$ cat src/rtl/gpio_debounce_if.sv
// GPIO conditioning interface: raw pad/configuration inputs and conditioned outputs.
interface gpio_debounce_if #(
  parameter int NUM_BITS  = 32,
  parameter int CNT_WIDTH = 8,
  parameter int PRE_WIDTH = 16
);
  logic [NUM_BITS-1:0]  gpio_raw;
  logic [NUM_BITS-1:0]  deb_en;
  logic [PRE_WIDTH-1:0] prescale;
  logic [CNT_WIDTH-1:0] threshold;
  logic [NUM_BITS-1:0]  gpio_sync;
  logic [NUM_BITS-1:0]  gpio_filt;
  logic [NUM_BITS-1:0]  rise;
  logic [NUM_BITS-1:0]  fall;
  logic                 tick;

  // Master drives the pads and configuration, and observes the conditioned levels.
  modport master (
    output gpio_raw, deb_en, prescale, threshold,
    input  gpio_sync, gpio_filt, rise, fall, tick
  );

  // Slave is the conditioning stage itself.
  modport slave (
    input  gpio_raw, deb_en, prescale, threshold,
    output gpio_sync, gpio_filt, rise, fall, tick
  );
endinterface

$ cat src/rtl/gpio_debounce.sv
// Per-pin GPIO input conditioning: 2-FF synchroniser, optional debounce
// driven by a shared prescaled tick, and single-cycle rise/fall pulses.
module gpio_debounce #(
  parameter int NUM_BITS  = 32,
  parameter int CNT_WIDTH = 8,
  parameter int PRE_WIDTH = 16
) (
  input  logic           clk,
  input  logic           reset,
  gpio_debounce_if.slave bus
);

  logic [NUM_BITS-1:0]  sync1_q, sync1_d;
  logic [NUM_BITS-1:0]  sync2_q, sync2_d;
  logic [NUM_BITS-1:0]  filt_q, filt_d;
  logic [NUM_BITS-1:0]  filt_prev_q, filt_prev_d;
  logic [CNT_WIDTH-1:0] cnt_q [NUM_BITS];
  logic [CNT_WIDTH-1:0] cnt_d [NUM_BITS];
  logic [PRE_WIDTH-1:0] pre_cnt_q, pre_cnt_d;
  logic                 tick;
  logic [CNT_WIDTH:0]   eff_thr;

  // Free-running prescaler; >= lets a lowered prescale wrap immediately instead of stalling.
  always_comb begin
    tick      = (pre_cnt_q >= bus.prescale);
    pre_cnt_d = tick ? '0 : pre_cnt_q + PRE_WIDTH'(1);
  end

  // Per-bit synchroniser, bypass/debounce selection and edge-history next state.
  always_comb begin
    eff_thr     = (bus.threshold == '0) ? (CNT_WIDTH+1)'(1) : {1'b0, bus.threshold};
    sync1_d     = bus.gpio_raw;
    sync2_d     = sync1_q;
    filt_prev_d = filt_q;
    filt_d      = filt_q;
    for (int b = 0; b < NUM_BITS; b++) begin
      cnt_d[b] = cnt_q[b];
      if (!bus.deb_en[b]) begin
        filt_d[b] = sync2_q[b];
        cnt_d[b]  = '0;
      end else if (sync2_q[b] == filt_q[b]) begin
        cnt_d[b]  = '0;
      end else if (tick) begin
        if (({1'b0, cnt_q[b]} + (CNT_WIDTH+1)'(1)) >= eff_thr) begin
          filt_d[b] = sync2_q[b];
          cnt_d[b]  = '0;
        end else begin
          cnt_d[b]  = cnt_q[b] + CNT_WIDTH'(1);
        end
      end
    end
  end

  // State registers; reset discards all sync, filter and counting progress.
  always_ff @(posedge clk) begin
    if (reset) begin
      sync1_q     <= '0;
      sync2_q     <= '0;
      filt_q      <= '0;
      filt_prev_q <= '0;
      pre_cnt_q   <= '0;
      for (int b = 0; b < NUM_BITS; b++) cnt_q[b] <= '0;
    end else begin
      sync1_q     <= sync1_d;
      sync2_q     <= sync2_d;
      filt_q      <= filt_d;
      filt_prev_q <= filt_prev_d;
      pre_cnt_q   <= pre_cnt_d;
      for (int b = 0; b < NUM_BITS; b++) cnt_q[b] <= cnt_d[b];
    end
  end

  assign bus.gpio_sync = sync2_q;
  assign bus.gpio_filt = filt_q;
  assign bus.rise      = filt_q & ~filt_prev_q;
  assign bus.fall      = ~filt_q & filt_prev_q;
  assign bus.tick      = tick;

endmodule

$ cat src/flat_wrapper.sv
// flat-port wrapper written by rule: the top's interface ports become plain ports
module gpio_debounce_flat 
#(
  parameter int NUM_BITS  = 32,
  parameter int CNT_WIDTH = 8,
  parameter int PRE_WIDTH = 16
)
  (clk, reset, bus_gpio_raw, bus_deb_en, bus_prescale, bus_threshold, bus_gpio_sync, bus_gpio_filt, bus_rise, bus_fall, bus_tick);
  gpio_debounce_if #(.NUM_BITS(NUM_BITS), .CNT_WIDTH(CNT_WIDTH), .PRE_WIDTH(PRE_WIDTH)) bus_i ();
  input  logic clk;
  input  logic reset;
  input wire logic [$bits(bus_i.gpio_raw)-1:0] bus_gpio_raw;
  input wire logic [$bits(bus_i.deb_en)-1:0] bus_deb_en;
  input wire logic [$bits(bus_i.prescale)-1:0] bus_prescale;
  input wire logic [$bits(bus_i.threshold)-1:0] bus_threshold;
  output wire logic [$bits(bus_i.gpio_sync)-1:0] bus_gpio_sync;
  output wire logic [$bits(bus_i.gpio_filt)-1:0] bus_gpio_filt;
  output wire logic [$bits(bus_i.rise)-1:0] bus_rise;
  output wire logic [$bits(bus_i.fall)-1:0] bus_fall;
  output wire logic [$bits(bus_i.tick)-1:0] bus_tick;
  assign bus_i.gpio_raw = bus_gpio_raw;
  assign bus_i.deb_en = bus_deb_en;
  assign bus_i.prescale = bus_prescale;
  assign bus_i.threshold = bus_threshold;
  assign bus_gpio_sync = bus_i.gpio_sync;
  assign bus_gpio_filt = bus_i.gpio_filt;
  assign bus_rise = bus_i.rise;
  assign bus_fall = bus_i.fall;
  assign bus_tick = bus_i.tick;
  gpio_debounce #(.NUM_BITS(NUM_BITS), .CNT_WIDTH(CNT_WIDTH), .PRE_WIDTH(PRE_WIDTH)) u_core (.clk(clk), .reset(reset), .bus(bus_i));
endmodule
$ cat config.mk
export PLATFORM = sky130hd
export DESIGN_NAME = gpio_debounce_flat
export DESIGN_NICKNAME = d
export VERILOG_FILES = /design/src/rtl/gpio_debounce_if.sv /design/src/rtl/gpio_debounce.sv /design/src/flat_wrapper.sv
export SDC_FILE = /design/constraint.sdc
export NUM_CORES = 1
export LEC_CHECK = 0
export ABC_AREA = 0
export CORE_MARGIN = 4
export CORE_UTILIZATION = 56
export CTS_BUF_LIST = sky130_fd_sc_hd__clkbuf_2
export DETAILED_ROUTE_END_ITERATION = 12
export PLACE_DENSITY_LB_ADDON = 0.12
export SLEW_MARGIN = 20
export SYNTH_ARGS = -nofsm -noshare
export SYNTH_HDL_FRONTEND = slang
export SYNTH_SLANG_ARGS = --single-unit
$ cat constraint.sdc
create_clock -name clk -period 5.8 [get_ports clk]
set_input_delay 0.87 -clock clk [delete_from_list [all_inputs] [get_ports clk]]
set_output_delay 0.87 -clock clk [all_outputs]
set_load 0.02 [all_outputs]
==> COMMIT_EDITMSG <==
Update PnR metrics after Yosys + OpenROAD run

- Run status: finished, final reports clean
* Highest clock rate: 225 MHz
- Critical path endpoint: bus_tick
- Number of library cell types mapped by synthesis: 76
- Combined area of all synthesized cells: 0.0254 mm^2
- Met2 Routed Length: 29800 um
- Pin count of the biggest net entering global routing: 156
* Required time reported for the critical path endpoint: 4930 ps
* Flops after synth: 400
- Post-synthesis sequential area ratio: 31.6%
* DP Wirelength: 43100 um
* Destination of the worst hold path: u_core.bus.gpio_filt[10]
- Cell count of the worst hold path: 2
* Syn. warnings: 0
- Static leakage: 11.4 nW
- Root cell of the clock tree: clkbuf_2
- Per the cell usage report, the commonest logic cell in the layout is dfxtp_1.
* Post-synth top area share: 31.6%
- Sequential cell fraction of total power: 54.9%
- After synthesis, the share of cell area in mux cells is 2.89%.
- Parity-gate share of the synthesized area counting xor and xnor cells: 7.84%
- For the final routed database, the setup TNS stands at 0 ps.
- For this run, design rule violations remaining after detail routing come to 0.
- Synthesis-to-finish area growth: 14.0%
* Fin nets: 3632
* Initial antenna violation count: 3
* Mean instance size in the synthesized netlist: 8.21 um^2
- The longest incremental delay of any stage on the critical path is reported as 670 ps.
- Gate power share: 9.0%
- For the combinational group, total power comes out at 0.000457 W.
- Number of enable-type register cells in the synthesized netlist: 0
- The number of global-route vias before repair was 22800.
- Placer Congestion: 0.877
- Once placement finished, the instance area stood at 0.0280 mm^2.
- Max IR drop VDD: 0.141 mV
- Across the run, the number of max-cap violations was 0.
- Across all setup checks in the final design, the least slack found is 1350 ps.
- The synthesis run identifies the leading combinational cell family as simple AND/OR/NAND/NOR gates.
* Port Buffers: 218
- Proportion of power drawn by the clock network: 36.1%
- Antenna-violating nets left: 0
* Share of the core filled by cells before placement: 57.0%
- Clock tree sinks: 400
- Repair and plain buffers: 245
- Non-clock inverter instance count of the final layout: 76
- Per the hold report, the tightest min-delay path originates at reset.
* Total number of tap cells: 592
- GRT busiest layer: met2
* Most instantiated cells after synthesis: 400 x dfxtp_1, 323 x nor2_1, 220 x a21oi_1
- Worst setup path start: u_core.pre_cnt_q[0]
- Final hold violations: 0
- Clock period minus worst slack: 4450 ps
* Power per unit of standard cell area: 176 mW/mm^2
- At the later pin of the worst-skew pair, clock insertion delay measures 1100 ps.
* Maximum fanout encountered on the critical timing path: 33
* Seq cells: 400
- The first TritonRoute pass finished after 6 iterations.
* Final Instance Count excl. Fillers: 3998
* Top routing layer in use: met5
- Antenna cells: 3
* Number of rows created at floorplan: 77
* Simple logic cell fraction of the synthesized area: 25.0%
- 219 I/O pins were placed.
- In the power breakdown, the biggest contributor is registers.
* Cell at the slowest stage of the critical path: clkdlybuf4s50_1
- DIE AREA: 0.0488 mm^2
- Gate count of the mapped netlist: 3090
- TritonCTS built the clock tree.
* Sequential fraction of total cell area: 27.7%
- Horizontal die dimension: 221 um
- After synthesis, the cell types taking the most area are dfxtp_1 32%, ha_1 10%, nor2b_1 4.8%.
- Wire length of the first global-routing pass: 107000 um
- The report puts the hold buffer count at CTS at 0.
- Across all hold checks on the routed design, the worst slack comes to 230 ps.
- Startpoint-to-endpoint class of the critical path: reg -> out
- Area fraction in full adders, half adders and majority gates: 12.6%
- Per the detail_route report, vias per standard cell equal 5.82.
* Switching power share of the total: 28.6%
* Clock buffer count: 139
- Setup repair after global routing left no endpoint under its margin.
* Transition time at the pin with the least slew margin: 1110 ps
* Critical path capture point type: primary output
- Launching element type of the critical path: register
- The number of nets handed over by synthesis was 3392.
- Placeable core region: 0.0445 mm^2
* Path type of the worst min-delay path: in -> reg
* Clock Skews: 64.4 ps
* Top cell type by total area after synthesis: dfxtp_1
* Top cell category: combinational gates
* Total design power: 0.00510 W
* Overflow after GRT: 0
- Multi-input gate share of the layout cell area: 57.4%
* Final Max-Slew Violation Tally: 0
- The post-route netlist has 6.14% of its cells at a drive strength greater than 1.
* Routed metal-1 wire length: 27900 um
- The script reports the combined buffer and inverter count of the critical path as 3.
- Die span in y: 221 um
==> images/layer_met1.png <==
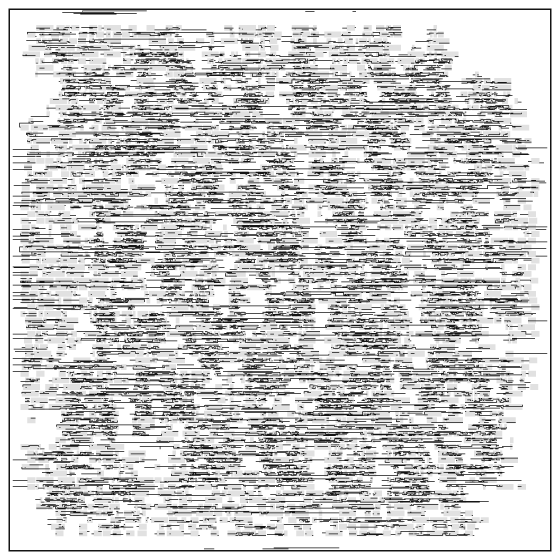
- longest straight run: 79.1 um
- main direction: horizontal
- share of all routed wire: 44%

==> images/layer_met2.png <==
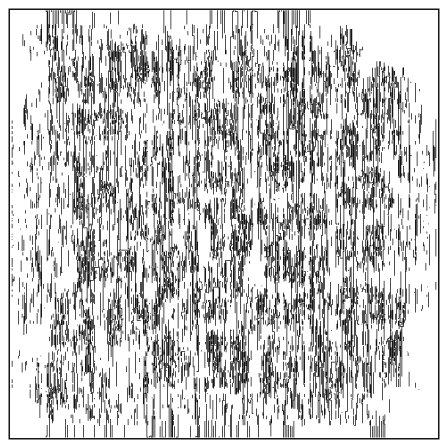
- wire length on this layer: 29.8 mm
- nets with wire on the layer: 3035
- share of all routed wire: 47%
via count of the routed design: 23300
Routed Wire Length: 63800 um
global routing met2 resource utilization: 42.1%

==> images/layer_met4.png <==
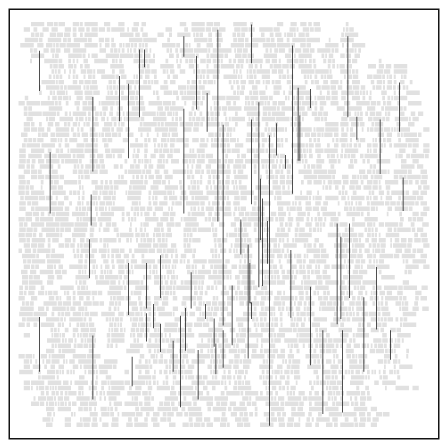
- main direction: vertical
- wire length on this layer: 2130 um
- share of all routed wire: 3.3%
- longest straight run: 150 um
- nets with wire on the layer: 35

==> images/congestion.png <==
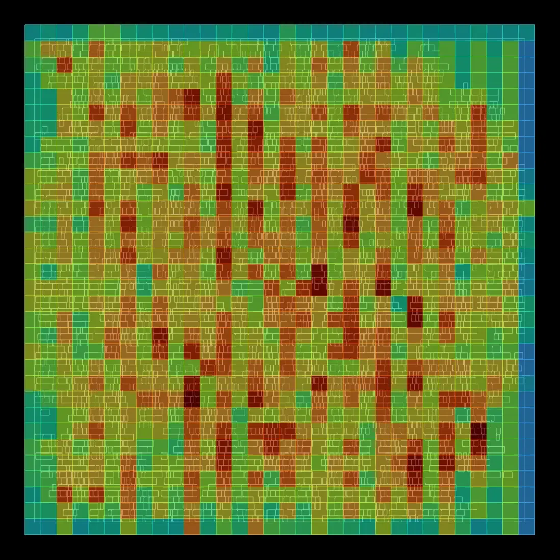
routing usage on met1: 31.4%
GRT met3 Usage: 5.46%
overall track demand over capacity in global routing: 25.1%

Power is estimated from default activity; no workload was simulated.
